==> images/layer_met1.png <==
Bar = 20 um. Supply wires on this layer in gray.
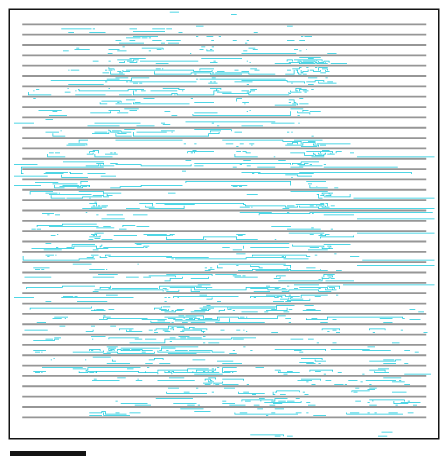
==> images/layer_met2.png <==
Cells faint in the background.
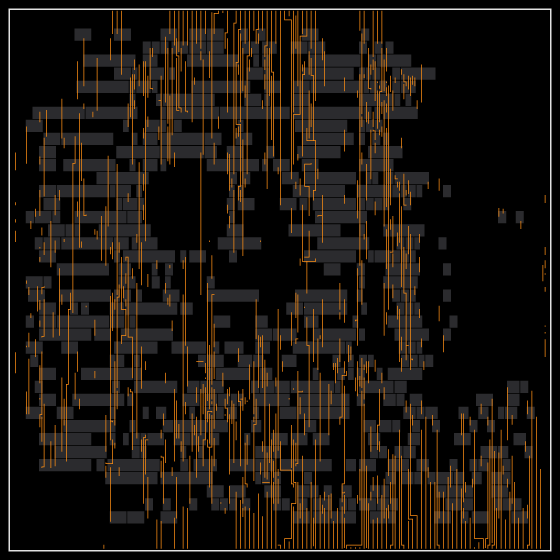
==> images/layer_met3.png <==
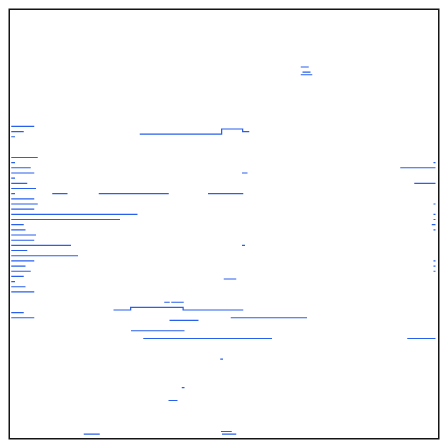
==> images/layer_met4.png <==
Supply wires on this layer in gray.
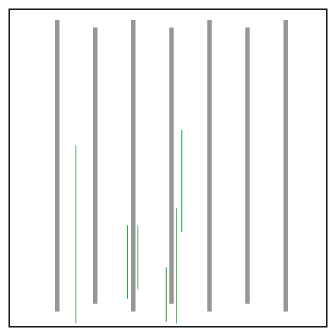
$ cat config.mk
export PLATFORM = sky130hd
export DESIGN_NAME = stack_ctrl
export DESIGN_NICKNAME = d
export VERILOG_FILES = /design/src/rtl/stack_ctrl_pkg.sv /design/src/rtl/stack_ctrl.sv
export SDC_FILE = /design/constraint.sdc
export NUM_CORES = 1
export LEC_CHECK = 0
export CORE_MARGIN = 3
export CORE_UTILIZATION = 28
export DETAILED_ROUTE_END_ITERATION = 10
export GPL_TIMING_DRIVEN = 0
export SLEW_MARGIN = 40
export SYNTH_ARGS = -nofsm -noshare
export SYNTH_HDL_FRONTEND = slang
export SYNTH_SLANG_ARGS = --single-unit
$ cat constraint.sdc
create_clock -name clk -period 4.04 [get_ports clk]
set_input_delay 0.606 -clock clk [delete_from_list [all_inputs] [get_ports clk]]
set_output_delay 0.606 -clock clk [all_outputs]
set_load 0.1 [all_outputs]
$ cat src/rtl/stack_ctrl_pkg.sv
// stack_ctrl_pkg -- shared definitions for the hardware stack controller.
// Holds the op_code encodings and the controller FSM state enumeration.
package stack_ctrl_pkg;

    localparam logic [1:0] OP_PUSH = 2'b00;
    localparam logic [1:0] OP_POP  = 2'b01;
    localparam logic [1:0] OP_CALL = 2'b10;
    localparam logic [1:0] OP_RET  = 2'b11;

    typedef enum logic [2:0] {
        INIT = 3'd0,
        IDLE = 3'd1,
        DEC  = 3'd2,
        WR   = 3'd3,
        RD   = 3'd4,
        INC  = 3'd5,
        FIN  = 3'd6
    } state_t;

    // PUSH and CALL both store a word (data or return address) on the stack.
    function automatic logic is_store_op(input logic [1:0] code);
        return (code == OP_PUSH) || (code == OP_CALL);
    endfunction

endpackage

$ cat src/rtl/stack_ctrl.sv
// stack_ctrl -- sequencer for a downward-growing hardware stack.
// The SP register, stack memory and program counter live outside this block;
// the controller only drives their control strobes.
//
// Ports:
//   clk, rst                 clock, synchronous active-high reset
//   op_valid/op_ready        operation handshake (accept on valid && ready)
//   op_code/op_data/ret_pc   operation, PUSH word or CALL target, CALL return address
//   done/err/rd_data         completion pulse, rejection flag, popped word
//   sp_ld/sp_inc/sp_dec/sp_in/sp_q   external SP register control and value
//   mem_addr/mem_wdata/mem_we/mem_re/mem_ack/mem_rdata   stack memory request
//   pc_ld/pc_out             program counter load for CALL/RET
//
// Optional feature: define STACK_CTRL_BOUNDS_CHK_EN to reject overflowing
// PUSH/CALL and underflowing POP/RET (done with err=1, no side effects).
// Without it err is tied 0, SP wraps and the depth count saturates.
module stack_ctrl
    import stack_ctrl_pkg::*;
#(
    parameter logic [15:0] STACK_TOP = 16'hFFFF,
    parameter int unsigned DEPTH     = 256
) (
    input  logic        clk,
    input  logic        rst,
    input  logic        op_valid,
    input  logic [1:0]  op_code,
    input  logic [15:0] op_data,
    input  logic [15:0] ret_pc,
    output logic        op_ready,
    output logic        done,
    output logic        err,
    output logic [15:0] rd_data,
    output logic        sp_ld,
    output logic        sp_inc,
    output logic        sp_dec,
    output logic [15:0] sp_in,
    input  logic [15:0] sp_q,
    output logic [15:0] mem_addr,
    output logic [15:0] mem_wdata,
    output logic        mem_we,
    output logic        mem_re,
    input  logic        mem_ack,
    input  logic [15:0] mem_rdata,
    output logic        pc_ld,
    output logic [15:0] pc_out
);

    state_t      state, state_nx;
    logic [15:0] depth;
    logic [15:0] rd_q;
    logic        rej_q;
    logic        reject;
    logic        accept;

    // Operation context, latched on accept; never needs a reset value.
    logic [1:0]  code_q;
    logic [15:0] data_q;
    logic [15:0] ret_q;
    logic [15:0] cap_q;

    assign accept = (state == IDLE) && op_valid;

`ifdef STACK_CTRL_BOUNDS_CHK_EN
    localparam logic [15:0] DEPTH_LIM = 16'(DEPTH);
    assign reject = is_store_op(op_code) ? (depth == DEPTH_LIM) : (depth == 16'd0);
`else
    assign reject = 1'b0;
`endif

    // Control state: FSM, depth count, held read data, rejection flag.
    always_ff @(posedge clk) begin
        if (rst) begin
            state <= INIT;
            depth <= 16'd0;
            rd_q  <= 16'd0;
            rej_q <= 1'b0;
        end else begin
            state <= state_nx;
            if (state == INIT) begin
                depth <= 16'd0;
            end
            if (accept) begin
                rej_q <= reject;
            end
            // Saturating count; with bounds checking the limits are never reached.
            if ((state == WR) && mem_ack && (depth != 16'hFFFF)) begin
                depth <= depth + 16'd1;
            end
            if ((state == INC) && (depth != 16'd0)) begin
                depth <= depth - 16'd1;
            end
            if ((state == FIN) && !rej_q && !is_store_op(code_q)) begin
                rd_q <= cap_q;
            end
        end
    end

    // Operation context and memory read capture.
    always_ff @(posedge clk) begin
        if (accept) begin
            code_q <= op_code;
            data_q <= op_data;
            ret_q  <= ret_pc;
        end
        if ((state == RD) && mem_ack) begin
            cap_q <= mem_rdata;
        end
    end

    always_comb begin
        state_nx  = state;
        op_ready  = 1'b0;
        done      = 1'b0;
        err       = 1'b0;
        rd_data   = rd_q;
        sp_ld     = 1'b0;
        sp_inc    = 1'b0;
        sp_dec    = 1'b0;
        sp_in     = 16'd0;
        mem_addr  = 16'd0;
        mem_wdata = 16'd0;
        mem_we    = 1'b0;
        mem_re    = 1'b0;
        pc_ld     = 1'b0;
        pc_out    = 16'd0;

        unique case (state)
            INIT: begin
                sp_ld    = 1'b1;
                sp_in    = STACK_TOP;
                state_nx = IDLE;
            end
            IDLE: begin
                op_ready = 1'b1;
                if (op_valid) begin
                    if (reject) begin
                        state_nx = FIN;
                    end else if (is_store_op(op_code)) begin
                        state_nx = DEC;
                    end else begin
                        state_nx = RD;
                    end
                end
            end
            DEC: begin
                // Pre-decrement: the write lands at the new SP in WR.
                sp_dec   = 1'b1;
                state_nx = WR;
            end
            WR: begin
                mem_we    = 1'b1;
                mem_addr  = sp_q;
                mem_wdata = (code_q == OP_CALL) ? ret_q : data_q;
                if (mem_ack) begin
                    state_nx = FIN;
                end
            end
            RD: begin
                mem_re   = 1'b1;
                mem_addr = sp_q;
                if (mem_ack) begin
                    state_nx = INC;
                end
            end
            INC: begin
                sp_inc   = 1'b1;
                state_nx = FIN;
            end
            FIN: begin
                done     = 1'b1;
                state_nx = IDLE;
`ifdef STACK_CTRL_BOUNDS_CHK_EN
                err = rej_q;
`endif
                // A rejected operation has no PC or read-data effect.
                if (!rej_q) begin
                    unique case (code_q)
                        OP_POP: begin
                            rd_data = cap_q;
                        end
                        OP_CALL: begin
                            pc_ld  = 1'b1;
                            pc_out = data_q;
                        end
                        OP_RET: begin
                            pc_ld   = 1'b1;
                            pc_out  = cap_q;
                            rd_data = cap_q;
                        end
                        default: ;
                    endcase
                end
            end
            default: state_nx = INIT;
        endcase

        // Reset forces every output low regardless of state.
        if (rst) begin
            op_ready  = 1'b0;
            done      = 1'b0;
            err       = 1'b0;
            rd_data   = 16'd0;
            sp_ld     = 1'b0;
            sp_inc    = 1'b0;
            sp_dec    = 1'b0;
            sp_in     = 16'd0;
            mem_addr  = 16'd0;
            mem_wdata = 16'd0;
            mem_we    = 1'b0;
            mem_re    = 1'b0;
            pc_ld     = 1'b0;
            pc_out    = 16'd0;
        end
    end

endmodule

==> qor.yml <==
reg2reg_to: "cap_q[13]$_DFFE_PP_"
pwr-share-seq_pct: 39.2
wl_per_cell_um: 14.7
fp_util_pct: 28.9
worstRegToRegCells: 6
reg2reg_slack_ns: 2.08
clk_pin_slew_ns: 0.05
dr.pass1.iters: 5
ys_chip_area_um2: 3180
outcome: "finished clean"
yosysMostFrequentCell: "nand2_1"
met3_usage_pct: 3.45
grt_pass1_wl_um: 13900
critPathMaxFanout: 10
worstPathRequired_ns: 3.43
area_growth_pct: 53.7
power-top-group: "clock"
fp_nets: 372
dieHeight_um: 113
warning_count: 26
setup_viol: 0
slowest_delay_ns: 0.51
power_mw: 2.04
antennaDiodeCount: 0
ys_top_logic_family: "simple AND/OR/NAND/NOR gates"
grt_pass1_vias: 2658
antenna_found_initial: 0
hold_class: "register to register"
bufAreaShareNonClock_pct: 29.1
-- layer_met1.png (at the start) --
- nets with wire on the layer: 497
- main direction: horizontal
- wire length on this layer: 3870 um
- share of all routed wire: 42%
- longest straight run: 40.5 um

-- layer_met2.png (at the start) --
- longest straight run: 46.6 um
- wire length on this layer: 4630 um
- nets with wire on the layer: 457
- main direction: vertical
met2 GRT Util: 24.2%
overall routed net length: 9140 um
via count: 2689

-- layer_met3.png (at the start) --
- longest straight run: 33.6 um
- nets with wire on the layer: 58
- share of all routed wire: 4.7%
- wire length on this layer: 431 um
- main direction: horizontal

-- layer_met4.png (at the start) --
- wire length on this layer: 207 um
- share of all routed wire: 2.3%
- main direction: vertical
- nets with wire on the layer: 6

==> state kept, by name, summed over array words and instances, names as in the netlist <==
signal  cells
ret_q      16
data_q     16
code_q      2
cap_q      16
state       3
rd_q       16
==> worst max-delay path, delay by kind of cell <==
family | cells | cell delay (ns)
simple gates | 2 | 0.63
compound gates | 1 | 0.12
buf+inv | 4 | 1.31
==> cells in the final DEF, fill, tap and decap left out, types with 2 or more instances in the layout <==
cell type,instances
o21a_1,2
nand2b_1,3
edfxtp_1,50
or3b_1,2
clkdlybuf4s50_1,69
nor3_1,2
buf_4,23
nor2b_1,2
mux2i_1,16
buf_6,2
clkbuf_16,10
clkbuf_1,9
a21oi_1,40
nand2_1,65
a21oi_2,10
buf_2,100
and2_1,16
dfxtp_1,19
inv_1,3
nor2_1,18
nor3_2,2
clkinv_4,2
Power is estimated from default activity; no workload was simulated.
